--- src/rtl/pc_sequencer.sv ---
// pc_sequencer: round-robin per-thread program counter issue.
// One slot per cycle, one thread per slot, strictly rotating. Each slot applies
// the outcome (jump / IO_ready annul) of that thread's previous instruction,
// then issues the next PC one cycle later on registered outputs.
// Host control window on the ALU write port: run-enable mask and per-thread
// PC load.
// Optional: define PC_SEQUENCER_STALL_COUNT_EN to add a saturating 32-bit
// count of annulled re-issues, with a clear address just past the load window.

// Per-thread state: last issued PC, started flag, and one pending host load.
module pc_seq_lane #(
  parameter int PC_WIDTH = 10,
  parameter int START_PC = 0
) (
  input  logic                clock,
  input  logic                reset_n,
  input  logic                slot_sel,
  input  logic                load_wr,
  input  logic [PC_WIDTH-1:0] load_data,
  input  logic [PC_WIDTH-1:0] next_pc,
  input  logic                next_started,
  output logic [PC_WIDTH-1:0] pc,
  output logic                started,
  output logic                pend_vld,
  output logic [PC_WIDTH-1:0] pend_pc
);

  // The owning slot commits next-PC state and consumes any pending load
  // (a load landing in the slot itself was already folded into next_pc).
  always_ff @(posedge clock) begin
    if (!reset_n) begin
      pc       <= PC_WIDTH'(START_PC);
      started  <= 1'b0;
      pend_vld <= 1'b0;
      pend_pc  <= '0;
    end else if (slot_sel) begin
      pc       <= next_pc;
      started  <= next_started;
      pend_vld <= 1'b0;
    end else if (load_wr) begin
      pend_vld <= 1'b1;
      pend_pc  <= load_data;
    end
  end

endmodule

module pc_sequencer #(
  parameter int PC_WIDTH          = 10,
  parameter int THREAD_COUNT      = 8,
  parameter int THREAD_ADDR_WIDTH = 3,
  parameter int INITIAL_THREAD    = 0,
  parameter int START_PC          = 0,
  parameter logic [THREAD_COUNT-1:0] RESET_ENABLE_MASK = '1,
  parameter int D_OPERAND_WIDTH   = 10,
  parameter int WORD_WIDTH        = 36,
  parameter int CTRL_ADDR_BASE    = 0
) (
  input  logic                         clock,
  input  logic                         reset_n,
  input  logic                         jump,
  input  logic [PC_WIDTH-1:0]          branch_destination,
  input  logic                         IO_ready,
  input  logic                         ALU_wren,
  input  logic [D_OPERAND_WIDTH-1:0]   ALU_write_addr,
  input  logic [WORD_WIDTH-1:0]        ALU_write_data,
  output logic [PC_WIDTH-1:0]          PC,
  output logic [THREAD_ADDR_WIDTH-1:0] PC_thread,
  output logic                         PC_valid,
  output logic [THREAD_COUNT-1:0]      enable_mask
`ifdef PC_SEQUENCER_STALL_COUNT_EN
  ,
  output logic [31:0]                  stall_count
`endif
);

  localparam logic [THREAD_ADDR_WIDTH-1:0] LAST_T    = THREAD_ADDR_WIDTH'(THREAD_COUNT - 1);
  localparam logic [D_OPERAND_WIDTH-1:0]   CTRL_BASE = D_OPERAND_WIDTH'(CTRL_ADDR_BASE);

  logic [THREAD_ADDR_WIDTH-1:0] t;

  logic [THREAD_COUNT-1:0][PC_WIDTH-1:0] lane_pc;
  logic [THREAD_COUNT-1:0][PC_WIDTH-1:0] lane_pend_pc;
  logic [THREAD_COUNT-1:0]               lane_started;
  logic [THREAD_COUNT-1:0]               lane_pend_vld;
  logic [THREAD_COUNT-1:0]               lane_load_wr;
  logic [THREAD_COUNT-1:0]               slot_sel;

  logic [D_OPERAND_WIDTH-1:0] ctrl_off;
  logic                       mask_wr;
  logic [PC_WIDTH-1:0]        load_data;

  logic [PC_WIDTH-1:0] cur_pc;
  logic                cur_started;
  logic                cur_en;
  logic                same_slot_wr;
  logic                load_hit;
  logic [PC_WIDTH-1:0] load_val;

  logic [PC_WIDTH-1:0] next_pc;
  logic                next_started;
  logic                next_valid;
  logic                stall_hit;

  // Only the low THREAD_COUNT / PC_WIDTH data bits carry meaning.
  logic data_unused;
  assign data_unused = ^ALU_write_data;

  // Control window decode, relative to the base (wraps harmlessly below it).
  assign ctrl_off  = ALU_write_addr - CTRL_BASE;
  assign mask_wr   = ALU_wren && (ctrl_off == '0);
  assign load_data = ALU_write_data[PC_WIDTH-1:0];

  genvar i;
  generate
    for (i = 0; i < THREAD_COUNT; i++) begin : g_lane
      assign slot_sel[i]     = (t == THREAD_ADDR_WIDTH'(i));
      assign lane_load_wr[i] = ALU_wren && (ctrl_off == D_OPERAND_WIDTH'(i + 1));

      pc_seq_lane #(
        .PC_WIDTH (PC_WIDTH),
        .START_PC (START_PC)
      ) u_lane (
        .clock        (clock),
        .reset_n      (reset_n),
        .slot_sel     (slot_sel[i]),
        .load_wr      (lane_load_wr[i]),
        .load_data    (load_data),
        .next_pc      (next_pc),
        .next_started (next_started),
        .pc           (lane_pc[i]),
        .started      (lane_started[i]),
        .pend_vld     (lane_pend_vld[i]),
        .pend_pc      (lane_pend_pc[i])
      );
    end
  endgenerate

  // Current slot's thread state; a load written in this very slot wins over
  // an older pending one.
  assign cur_pc       = lane_pc[t];
  assign cur_started  = lane_started[t];
  assign cur_en       = enable_mask[t];
  assign same_slot_wr = |(slot_sel & lane_load_wr);
  assign load_hit     = same_slot_wr | lane_pend_vld[t];
  assign load_val     = same_slot_wr ? load_data : lane_pend_pc[t];

  // Next-PC priority: host load, disabled, first issue, annul, jump, increment.
  always_comb begin
    next_pc      = cur_pc;
    next_started = cur_started;
    next_valid   = 1'b0;
    stall_hit    = 1'b0;
    if (load_hit) begin
      next_pc      = load_val;
      next_started = 1'b0;
    end else if (!cur_en) begin
      next_valid   = 1'b0;
    end else if (!cur_started) begin
      next_started = 1'b1;
      next_valid   = 1'b1;
    end else if (!IO_ready) begin
      next_valid   = 1'b1;
      stall_hit    = 1'b1;
    end else if (jump) begin
      next_pc      = branch_destination;
      next_valid   = 1'b1;
    end else begin
      next_pc      = cur_pc + PC_WIDTH'(1);
      next_valid   = 1'b1;
    end
  end

  // Slot rotation, registered issue outputs and the run-enable mask.
  always_ff @(posedge clock) begin
    if (!reset_n) begin
      t           <= THREAD_ADDR_WIDTH'(INITIAL_THREAD);
      PC          <= '0;
      PC_thread   <= '0;
      PC_valid    <= 1'b0;
      enable_mask <= RESET_ENABLE_MASK;
    end else begin
      t         <= (t == LAST_T) ? '0 : t + THREAD_ADDR_WIDTH'(1);
      PC        <= next_pc;
      PC_thread <= t;
      PC_valid  <= next_valid;
      if (mask_wr)
        enable_mask <= ALU_write_data[THREAD_COUNT-1:0];
    end
  end

`ifdef PC_SEQUENCER_STALL_COUNT_EN
  logic stall_clr;
  assign stall_clr = ALU_wren && (ctrl_off == D_OPERAND_WIDTH'(THREAD_COUNT + 1));

  // Saturating annul counter; a host clear takes precedence over a same-cycle hit.
  always_ff @(posedge clock) begin
    if (!reset_n)
      stall_count <= '0;
    else if (stall_clr)
      stall_count <= '0;
    else if (stall_hit && (stall_count != 32'hFFFF_FFFF))
      stall_count <= stall_count + 32'd1;
  end
`else
  logic stall_unused;
  assign stall_unused = stall_hit;
`endif

endmodule
--- config.mk ---
export PLATFORM = sky130hd
export DESIGN_NAME = pc_sequencer
export DESIGN_NICKNAME = d
export VERILOG_FILES = /design/src/rtl/pc_sequencer.sv
export SDC_FILE = /design/constraint.sdc
export NUM_CORES = 1
export LEC_CHECK = 0
export ABC_AREA = 1
export CAP_MARGIN = 0
export CORE_UTILIZATION = 69
export DETAILED_ROUTE_END_ITERATION = 6
export DONT_BUFFER_PORTS = 1
export PLACE_DENSITY = 0.95
export SLEW_MARGIN = 15
export SYNTH_ARGS = -nofsm -noshare
export SYNTH_HDL_FRONTEND = slang
export SYNTH_HIERARCHICAL = 1
export SYNTH_SLANG_ARGS = --single-unit
--- constraint.sdc ---
create_clock -name clock -period 6.4 [get_ports clock]
set_input_delay 1.28 -clock clock [delete_from_list [all_inputs] [get_ports clock]]
set_output_delay 1.28 -clock clock [all_outputs]
set_load 0.005 [all_outputs]
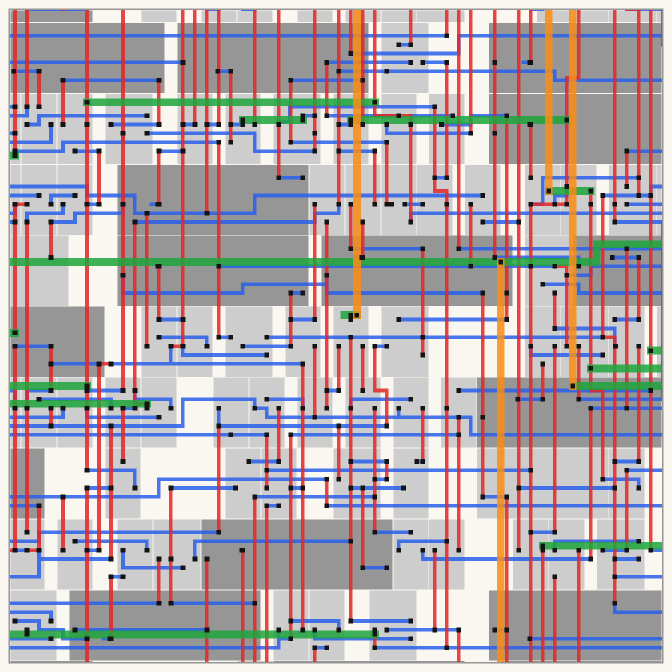
(images/zoom.png)
Region (81, 19) to (106, 44) µm. Cells in gray, sequential cells in the stronger gray; small squares are vias.
Green marks met3. Blue marks met1. Orange marks met4. Red marks met2.
Netlist names of flops here include g_lane.u_lane/pc (11). Most frequent: nor2_1 (23), nand2_1 (16), dfxtp_1 (11). Sequential cells in the window: 11. 71 logic cells have their middle in the window.

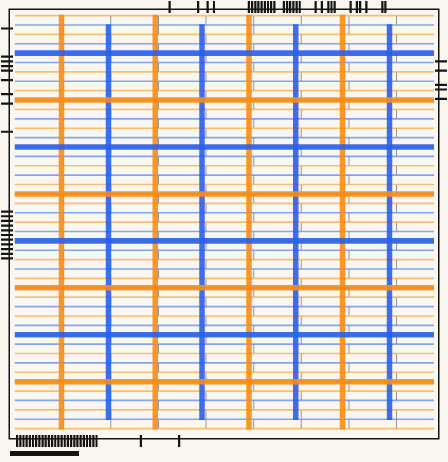
(images/pdn.png)
Bar = 20 µm. Pins as bars on the die edge. Tap cells in gray.
Blue marks VDD. Orange marks VSS.
83 signal pins sit on the boundary. 184 tap cells. The core has 44 rows. 8 straps on met5.

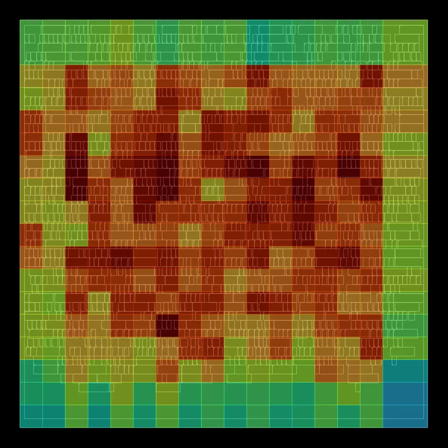
(images/final_congestion.png)
Post-Route Utilization: 0.745
most heavily used metal layer in global routing: met2
GRT Total Usage: 0.381

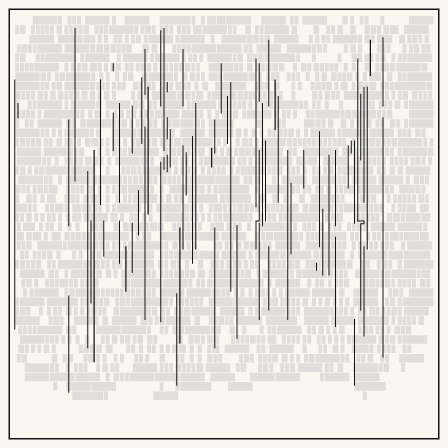
(images/met4.png)
Cells faint in the background.
The wires run mostly vertical. The layer carries 1920 µm of wire. 64 nets have wire on it. The longest straight run is 72.1 µm. The layer holds 6.5% of the routed length.

==> results.toml <==
# generated from flow reports
[run_status]
status = "finished, final reports clean"

[clock_network]
clkSinkCount = 201
cts.htree.levels = 1
worst_skew_pair.late_latency_ns = 0.51
post_cts_resized = 0
postCtsSetupRepairBufs = 0
cts_tree = "built"
cts_root_buffer = "clkbuf_16"

[power]
seqPwrFrac = 0.447
maxPowerGroup = "sequential cells"
p_per_area_nw_per_um2 = 275
power.static_leakage_nw = 5.23

[worst_setup_path]
critical_path.endpoint_type = "flip-flop"
critical-path-slowest-cell = "buf_4"
critical_path.n_buffers_inverters = 2
crit_start = "t[0]$_SDFF_PP0_"
worst_r2r_path_depth = 15

[routing]
detailed_route_via_count = 10700
met2_length_mm = 13.8

[timing]
report.final.hold_viol_count = 0
fmaxAchievable_ghz = 0.269
finalSetupViolCount = 0
rsz0062_at_grt = "no"
timing_worst_slew_pin_value_ns = 0.828

[die]
chipWidth_um = 124
design.core.area_um2 = 14500

[synthesis]
netlist_top_cells_area = "dfxtp_1 39%, nor2_1 17%, nand2_1 13%"
synth_area_um2 = 10300
synth_top_cell_by_area = "dfxtp_1"
yosysTopAreaCellShare = 0.392
syn_nets = 1727

[worst_hold_path]
hp-class = "flip-flop to flip-flop"
worst_hold_path.endpoint = "g_lane[2].u_lane/pend_pc[7]$_SDFFE_PN0P_"

[final_layout]
share_of_post_route_cells_with_drive_strength_above_1 = 0.0493
area.growth.synth_to_final_pct = 5.47

[global_routing]
via_count_of_the_first_global_routing_pass = 9630

[place]
io_buffer_count = 0
[worst reg2reg max path, delay by kind of cell, from the launching register on]
| kind | cells | cell delay [ns] |
|---|---|---|
| buffers and inverters | 2 | 1.01 |
| AOI/OAI and AO/OA | 2 | 0.42 |
| and+or+nand+nor | 11 | 1.73 |
| DFF | 1 | 0.45 |
[layout by cell type, fill, tap and decap left out, types with 5 or more instances in the layout]
cell       instances
o211ai_1           8
a21oi_1           12
nor2_2             8
clkbuf_16         21
nor2_1           457
o22ai_1           25
nand2_1          349
o21ai_1           37
inv_2             11
buf_4             19
o21ai_0          134
nor3_1             5
nand3_1          127
clkbuf_1           7
ha_1               7
inv_1            171
dfxtp_1          199
[cell type report]
cell class | instances | area (µm²)
Multi-Input combinational cell | 1185 | 5100
Sequential cell | 201 | 4030
Fill cell | 1130 | 3700
Inverter | 184 | 691
Clock buffer | 31 | 593
Tap cell | 184 | 230
Timing Repair Buffer | 19 | 143
Clock inverter | 4 | 48.8
[cells by family (layout without fill, tap and decap cells)]
family                     after synthesis  after routing  share of synthesized area
adders and majority gates                7              7                    0.00853
buffers and inverters                  273            238                      0.112
and+or+nand+nor                        959            959                      0.376
AOI/OAI and AO/OA                      219            219                      0.112
DFF                                    201            201                      0.392
[registers in the layout, indices dropped and copies added (netlist names)]
signal / cells
g_lane.u_lane/started: 8
g_lane.u_lane/pc: 80
PC_thread: 3
PC: 10
g_lane.u_lane/pend_pc: 80
g_lane.u_lane/pend_vld: 8
t: 3
enable_mask: 8
PC_valid: 1
[stage by stage]
stage,power (mW),hold WS [ns],setup WS (ns)
after global placement,1.81,0.456,2.77
after floorplan,1.72,0.449,3.39
after detailed placement,1.82,0.466,2.69
final,2.98,0.476,2.68
after global routing,3.09,0.490,2.38
after CTS,2.97,0.479,2.77
Power figures rest on the tool's default switching activity, not on a simulated workload.
